$ cat src/rtl/pnc_stmc_pkg.sv
// Shared encodings for the PNC spike/parameter dispatch unit: beat control codes,
// FSM state constants and a saturating counter helper.
package pnc_stmc_pkg;

  localparam logic [1:0] CTRL_IDLE  = 2'b00;
  localparam logic [1:0] CTRL_TGT   = 2'b01;
  localparam logic [1:0] CTRL_BCAST = 2'b10;
  localparam logic [1:0] CTRL_PDATA = 2'b11;

  typedef logic [1:0] state_t;
  localparam state_t ST_IDLE  = 2'd0;
  localparam state_t ST_PARAM = 2'd1;
  localparam state_t ST_BCAST = 2'd2;

  function automatic logic [7:0] satInc8(input logic [7:0] value);
    return (value == 8'hFF) ? value : value + 8'd1;
  endfunction

endpackage

$ cat src/rtl/pnc_stmc_fifo.sv
// Synchronous FIFO buffering incoming address words; pointers carry an extra wrap
// bit so full and empty can be told apart without a separate counter.
module pnc_stmc_fifo #(
  parameter int WIDTH = 16,
  parameter int DEPTH = 4
) (
  input  logic             clk,
  input  logic             rst,
  input  logic             push,
  input  logic             pop,
  input  logic [WIDTH-1:0] wdata,
  output logic [WIDTH-1:0] rdata,
  output logic             full,
  output logic             empty
);

  localparam int AW = (DEPTH > 1) ? $clog2(DEPTH) : 1;
  localparam logic [AW:0] PTR_ONE = {{AW{1'b0}}, 1'b1};

  logic [WIDTH-1:0] mem [DEPTH];
  logic [AW:0]      wrPtr;
  logic [AW:0]      rdPtr;
  logic             doPush;
  logic             doPop;

  assign doPush = push && !full;
  assign doPop  = pop && !empty;

  always_ff @(posedge clk) begin
    if (rst) begin
      wrPtr <= '0;
      rdPtr <= '0;
    end else begin
      if (doPush) wrPtr <= wrPtr + PTR_ONE;
      if (doPop)  rdPtr <= rdPtr + PTR_ONE;
    end
  end

  always_ff @(posedge clk) begin
    if (doPush) mem[wrPtr[AW-1:0]] <= wdata;
  end

  assign rdata = mem[rdPtr[AW-1:0]];
  assign empty = (wrPtr == rdPtr);
  assign full  = (wrPtr[AW] != rdPtr[AW]) && (wrPtr[AW-1:0] == rdPtr[AW-1:0]);

endmodule

$ cat src/rtl/pnc_stmc_dispatch.sv
// Dispatch control: classifies buffered address words and emits targeted, broadcast
// or parameter-data beats on a registered valid/ready output, with packet counters.
module pnc_stmc_dispatch
  import pnc_stmc_pkg::*;
#(
  parameter int ADDR_W      = 16,
  parameter int NUM_CH      = 4,
  parameter int FIFO_DEPTH  = 4,
  parameter int PARAM_WORDS = 2
) (
  input  logic                      clk,
  input  logic                      rst,
  input  logic                      iValid,
  input  logic [ADDR_W-1:0]         iAddr,
  output logic                      oReady,
  output logic                      oValid,
  input  logic                      iReady,
  output logic [1:0]                oCtrl,
  output logic [$clog2(NUM_CH)-1:0] oChSel,
  output logic [ADDR_W-1:0]         oPayload,
  output logic [15:0]               oSpikeCnt,
  output logic [7:0]                oParamCnt
);

  localparam int CH_W  = $clog2(NUM_CH);
  localparam int REM_W = $clog2(PARAM_WORDS + 1);
  localparam logic [CH_W-1:0]  CH_LAST   = CH_W'(NUM_CH - 1);
  localparam logic [CH_W-1:0]  CH_ONE    = CH_W'(1);
  localparam logic [REM_W-1:0] REM_ONE   = REM_W'(1);
  localparam logic [REM_W-1:0] REM_START = REM_W'(PARAM_WORDS);

  logic [ADDR_W-1:0] headWord;
  logic              fifoFull;
  logic              fifoEmpty;
  logic              push;
  logic              pop;
  logic              advance;
  logic              isHeader;
  logic              isRich;
  state_t            state;
  logic [REM_W-1:0]  remain;
  logic [CH_W-1:0]   paramCh;
  logic [CH_W-1:0]   bcastCh;

  assign oReady   = !fifoFull;
  assign push     = iValid && oReady;
  assign advance  = !oValid || iReady;
  assign isHeader = headWord[ADDR_W-1];
  assign isRich   = headWord[ADDR_W-2];

  // A local spike stays at the FIFO head until its last broadcast beat is loaded.
  always_comb begin
    pop = 1'b0;
    if (advance && !fifoEmpty) begin
      case (state)
        ST_IDLE:  pop = isHeader || isRich;
        ST_PARAM: pop = 1'b1;
        ST_BCAST: pop = (bcastCh == CH_LAST);
        default:  pop = 1'b0;
      endcase
    end
  end

  pnc_stmc_fifo #(
    .WIDTH (ADDR_W),
    .DEPTH (FIFO_DEPTH)
  ) u_fifo (
    .clk   (clk),
    .rst   (rst),
    .push  (push),
    .pop   (pop),
    .wdata (iAddr),
    .rdata (headWord),
    .full  (fifoFull),
    .empty (fifoEmpty)
  );

  always_ff @(posedge clk) begin
    if (rst) begin
      state     <= ST_IDLE;
      remain    <= '0;
      paramCh   <= '0;
      bcastCh   <= '0;
      oValid    <= 1'b0;
      oCtrl     <= CTRL_IDLE;
      oChSel    <= '0;
      oPayload  <= '0;
      oSpikeCnt <= '0;
      oParamCnt <= '0;
    end else if (advance) begin
      case (state)
        ST_IDLE: begin
          if (!fifoEmpty) begin
            oValid   <= 1'b1;
            oPayload <= headWord;
            if (isHeader) begin
              oCtrl     <= CTRL_TGT;
              oChSel    <= headWord[CH_W-1:0];
              paramCh   <= headWord[CH_W-1:0];
              remain    <= REM_START;
              oParamCnt <= satInc8(oParamCnt);
              state     <= ST_PARAM;
            end else if (isRich) begin
              oCtrl     <= CTRL_TGT;
              oChSel    <= headWord[CH_W-1:0];
              oSpikeCnt <= oSpikeCnt + 16'd1;
            end else begin
              oCtrl   <= CTRL_BCAST;
              oChSel  <= '0;
              bcastCh <= CH_ONE;
              state   <= ST_BCAST;
            end
          end else begin
            oValid <= 1'b0;
            oCtrl  <= CTRL_IDLE;
          end
        end
        ST_PARAM: begin
          if (!fifoEmpty) begin
            oValid   <= 1'b1;
            oCtrl    <= CTRL_PDATA;
            oChSel   <= paramCh;
            oPayload <= headWord;
            remain   <= remain - REM_ONE;
            if (remain == REM_ONE) state <= ST_IDLE;
          end else begin
            oValid <= 1'b0;
            oCtrl  <= CTRL_IDLE;
          end
        end
        ST_BCAST: begin
          oValid   <= 1'b1;
          oCtrl    <= CTRL_BCAST;
          oChSel   <= bcastCh;
          oPayload <= headWord;
          if (bcastCh == CH_LAST) begin
            oSpikeCnt <= oSpikeCnt + 16'd1;
            state     <= ST_IDLE;
          end else begin
            bcastCh <= bcastCh + CH_ONE;
          end
        end
        default: begin
          state  <= ST_IDLE;
          oValid <= 1'b0;
          oCtrl  <= CTRL_IDLE;
        end
      endcase
    end
  end

endmodule
$ cat config.mk
export PLATFORM = sky130hd
export DESIGN_NAME = pnc_stmc_dispatch
export DESIGN_NICKNAME = d
export VERILOG_FILES = /design/src/rtl/pnc_stmc_pkg.sv /design/src/rtl/pnc_stmc_fifo.sv /design/src/rtl/pnc_stmc_dispatch.sv
export SDC_FILE = /design/constraint.sdc
export NUM_CORES = 1
export LEC_CHECK = 0
export CORE_MARGIN = 2
export CORE_UTILIZATION = 35
export CTS_BUF_LIST = sky130_fd_sc_hd__clkbuf_16
export DETAILED_ROUTE_END_ITERATION = 8
export PLACE_DENSITY = 0.61
export REMOVE_ABC_BUFFERS = 1
export SYNTH_ARGS = -nofsm -noshare
export SYNTH_HDL_FRONTEND = slang
export SYNTH_SLANG_ARGS = --single-unit
$ cat constraint.sdc
create_clock -name clk -period 4 [get_ports clk]
set_clock_uncertainty 0.1 [all_clocks]
set_input_delay 0.8 -clock clk [delete_from_list [all_inputs] [get_ports clk]]
set_output_delay 0.8 -clock clk [all_outputs]
set_load 0.05 [all_outputs]
==> run_1/met1.png <==
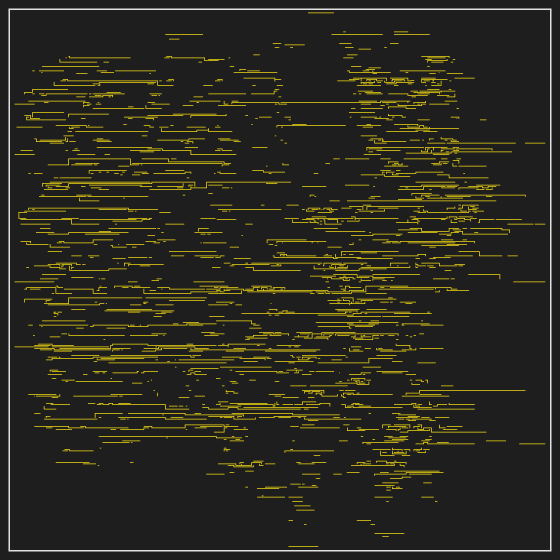
main direction = horizontal
wire length on this layer = 5,230 µm
sum of routed wire length over all layers: 11.7 mm
via count: 3,688

==> run_1/final_clocks.png <==
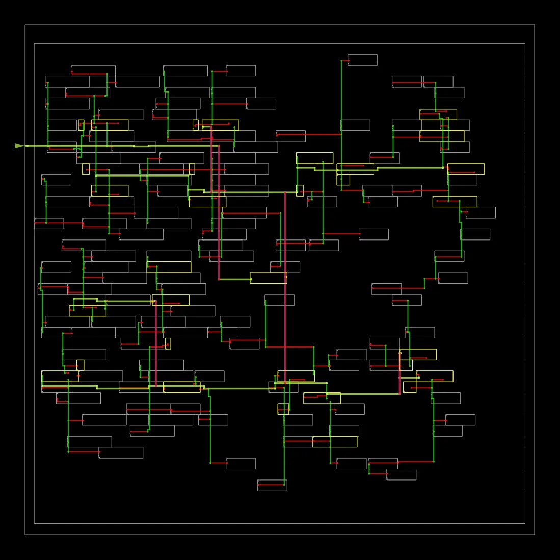
Sinks on Clock Net: 125
total CTS buffers: 17
count of clock-net buffers in the final layout: 17

==> results.tsv, run 1 <==
metric	value	unit
status	complete, no violations	
postSynthRegisterBits	125	
topCombFamilyByArea	simple AND/OR/NAND/NOR gates	
grt_util_all_layers	15.3	%
drv.max_cap_violation_count	0	
ys_top_cells_by_count	64 x edfxtp_1, 61 x dfxtp_1, 52 x nand2_1, 38 x a21oi_1, 30 x nor2_1	
ys_sh_aoi	10.3	%
layout_worst_path_cycle_share	71.9	%
fillCellCount	1348	
comb_cell_power	1420	µW
clock_tree_from_tritoncts	built	
first_global_vias	3681	
mux_area_share	9.21	%
critical-path-max-stage-delay	0.81	ns
cp.depth	3	
grt_use_met1	18.8	%
ctsLongestPathBuffers	2	
avgSynthCellArea	12.1	µm²
total_number_of_nets_in_the_final_design	543	
yosys_most_used_dff	edfxtp_1	
wire_length_the_detailed_router_placed_on_met1	5.23	mm
crit_path_start	u_fifo.wrPtr[0]$_SDFFE_PP0P_	
bufAreaShareNonClock	10.4	%
critPathBufInv	1	
post_route_cells_drive_above_1_share	11.7	%
pin_count	66	
portBuffers	65	
post-synth-top-area-fraction	36.3	%
post_layout_nonfiller_instances	707	
non_clock_buffer_count_in_the_final_layout	73	
synth_adder_area_share	3.07	%
largest_reg_flops	64	
cts_htree_levels	4	
synth_dominant_cell_count	edfxtp_1	
detailed_place_hpwl	7.74	mm
timing.critical_path.max_delay_family	buffers and inverters	
areaGrowthSynthToFinish	27.5	%
chipWidth	127	µm
maxSlewHeadroom	34.9	%
insertion_delay	0.42	ns
critical_path.reg2reg.startpoint	state[0]$_SDFFE_PP0P_	
yosys_cell_count	437	
drtIter0Drc	202	
placement_rows	44	
taps	184	
grt_met2_use	24.9	%
clock-root-buffer	clkbuf_16	
timing_worst_slew_pin_value	0.968	ns
finalSetupTns	0	ns
critPathLaunchType	flip-flop	
antennaDiodeCount	0	
final_hold_vio_count	0	
final_util	46.1	%
ys_seq_share	59.3	%
cts_resized	0	
mostFrequentLayoutCells	64 x clkdlybuf4s50_1, 64 x edfxtp_1, 61 x dfxtp_1	
power.clock.fraction	34.0	%
pwr_density_cell	686	nW/µm²
==> run_1/met3.png <==
The bar under the picture is 50 µm long.
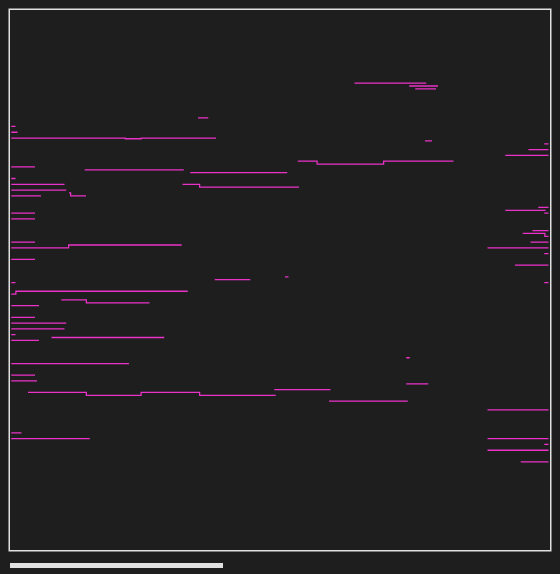
share of all routed wire = 6.0%
nets with wire on the layer = 51
longest straight run = 40.3 µm
wire length on this layer = 705 µm
met3 track utilization from global routing: 6.20%

==> run_1/cell_classes.png <==
Fill, decap, tap and diode cells in gray.
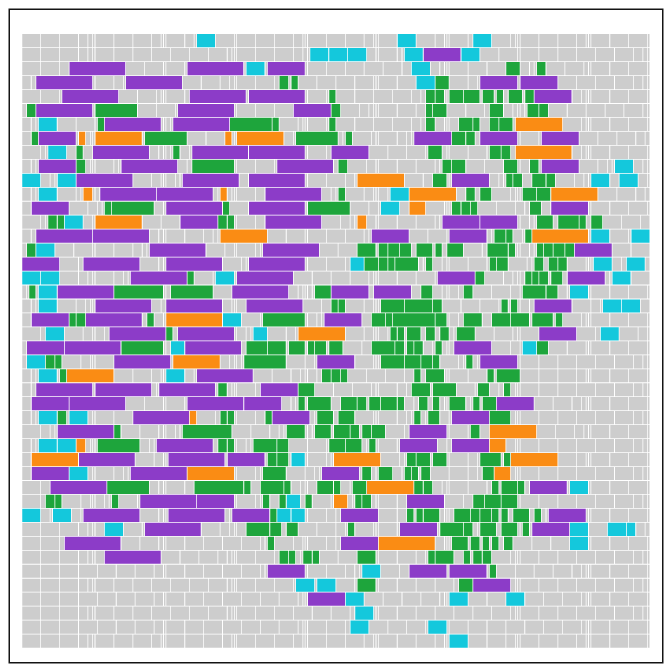

==> run 1 -> run 2 <==
--- a/config.mk
+++ b/config.mk
@@ -9,7 +9,7 @@
 export CORE_UTILIZATION = 35
 export CTS_BUF_LIST = sky130_fd_sc_hd__clkbuf_16
 export DETAILED_ROUTE_END_ITERATION = 8
-export PLACE_DENSITY = 0.61
+export PLACE_DENSITY = 0.63
 export REMOVE_ABC_BUFFERS = 1
 export SYNTH_ARGS = -nofsm -noshare
 export SYNTH_HDL_FRONTEND = slang
==> constraint.sdc (replaced) <==
create_clock -name clk -period 2.5 [get_ports clk]
set_clock_uncertainty 0.1 [all_clocks]
set_input_delay 0.5 -clock clk [delete_from_list [all_inputs] [get_ports clk]]
set_output_delay 0.5 -clock clk [all_outputs]
set_load 0.05 [all_outputs]
==> run_2/cell_classes.png <==
Fill, decap, tap and diode cells in gray.
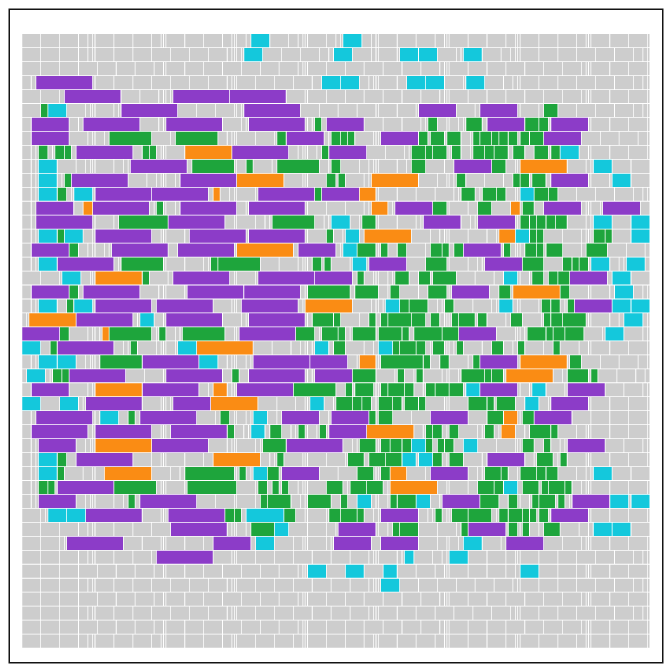
green -> all other logic  # cells 293
orange -> clock drivers and dummy loads  # cells 32
cyan -> other buffers and delay cells  # cells 92
purple -> flops  # cells 125
number of placement rows: 44
flop share of the area: 45.6%
Post-Layout Inst Area: 6900 µm²

==> run 2 against run 1 <==
  * Via count grew 1.7%
  * Cell area grew 2.1%
  * Clock power grew 58%
  * First-iteration DRC count grew 35%
  * Sequential power grew 59%
  * Synthesized cell count is the same
  * Utilization grew 0.97 points
  * Largest cell class unchanged
==> results.tsv, run 2 <==
metric	value	unit
maxSlewHeadroom	58.2	%
clock-root-buffer	clkbuf_16	
avgSynthCellArea	12.1	µm²
cts_resized	0	
pwr_density_cell	1090	nW/µm²
first_global_vias	3820	
postSynthRegisterBits	125	
finalSetupTns	0	ns
ctsHoldBuffers	0	
via_count	3751	
chipWidth	127	µm
total_number_of_nets_in_the_final_design	562	
mostFrequentLayoutCells	64 x edfxtp_1, 63 x clkdlybuf4s50_1, 61 x dfxtp_1	
cts_htree_levels	4	
sinks_on_clock_net	125	
grt_use_met1	19.3	%
areaGrowthSynthToFinish	30.2	%
status	complete, no violations	
topCombFamilyByArea	simple AND/OR/NAND/NOR gates	
antennaDiodeCount	0	
vdd.ir_drop.worst	0.000740	V
critical-path-max-stage-delay	0.51	ns
cts_made_buffers	17	
timing.critical_path.max_delay_family	AND-OR/OR-AND gates	
grt_met2_use	25.9	%
fillCellCount	1366	
pin_count	66	
drtIter0Drc	272	
cp.depth	6	
timing_worst_slew_pin_value	0.625	ns
drv.max_cap_violation_count	0	
yosys_cell_count	437	
critPathBufInv	1	
drt_wl_total	11.8	mm
wire_length_the_detailed_router_placed_on_met1	5.29	mm
final_util	47.1	%
final_hold_vio_count	0	
largest_reg_flops	64	
post_route_cells_drive_above_1_share	15.3	%
synth_dominant_cell_count	edfxtp_1	
clock_buffers	17	
slew_violations	0	
synthesis.yosys.warnings	0	
ys_sh_aoi	10.3	%
bufAreaShareNonClock	12.4	%
yosys_most_used_dff	edfxtp_1	
power.clock.fraction	33.1	%
layout_worst_path_cycle_share	92.7	%
grt_util_all_layers	15.6	%
tool_warning_count	31	
ctsLongestPathBuffers	2	
comb_cell_power	2420	µW
insertion_delay	0.41	ns
detailed_place_hpwl	7.99	mm
critPathLaunchType	flip-flop	
Power figures rest on the tool's default switching activity, not on a simulated workload.
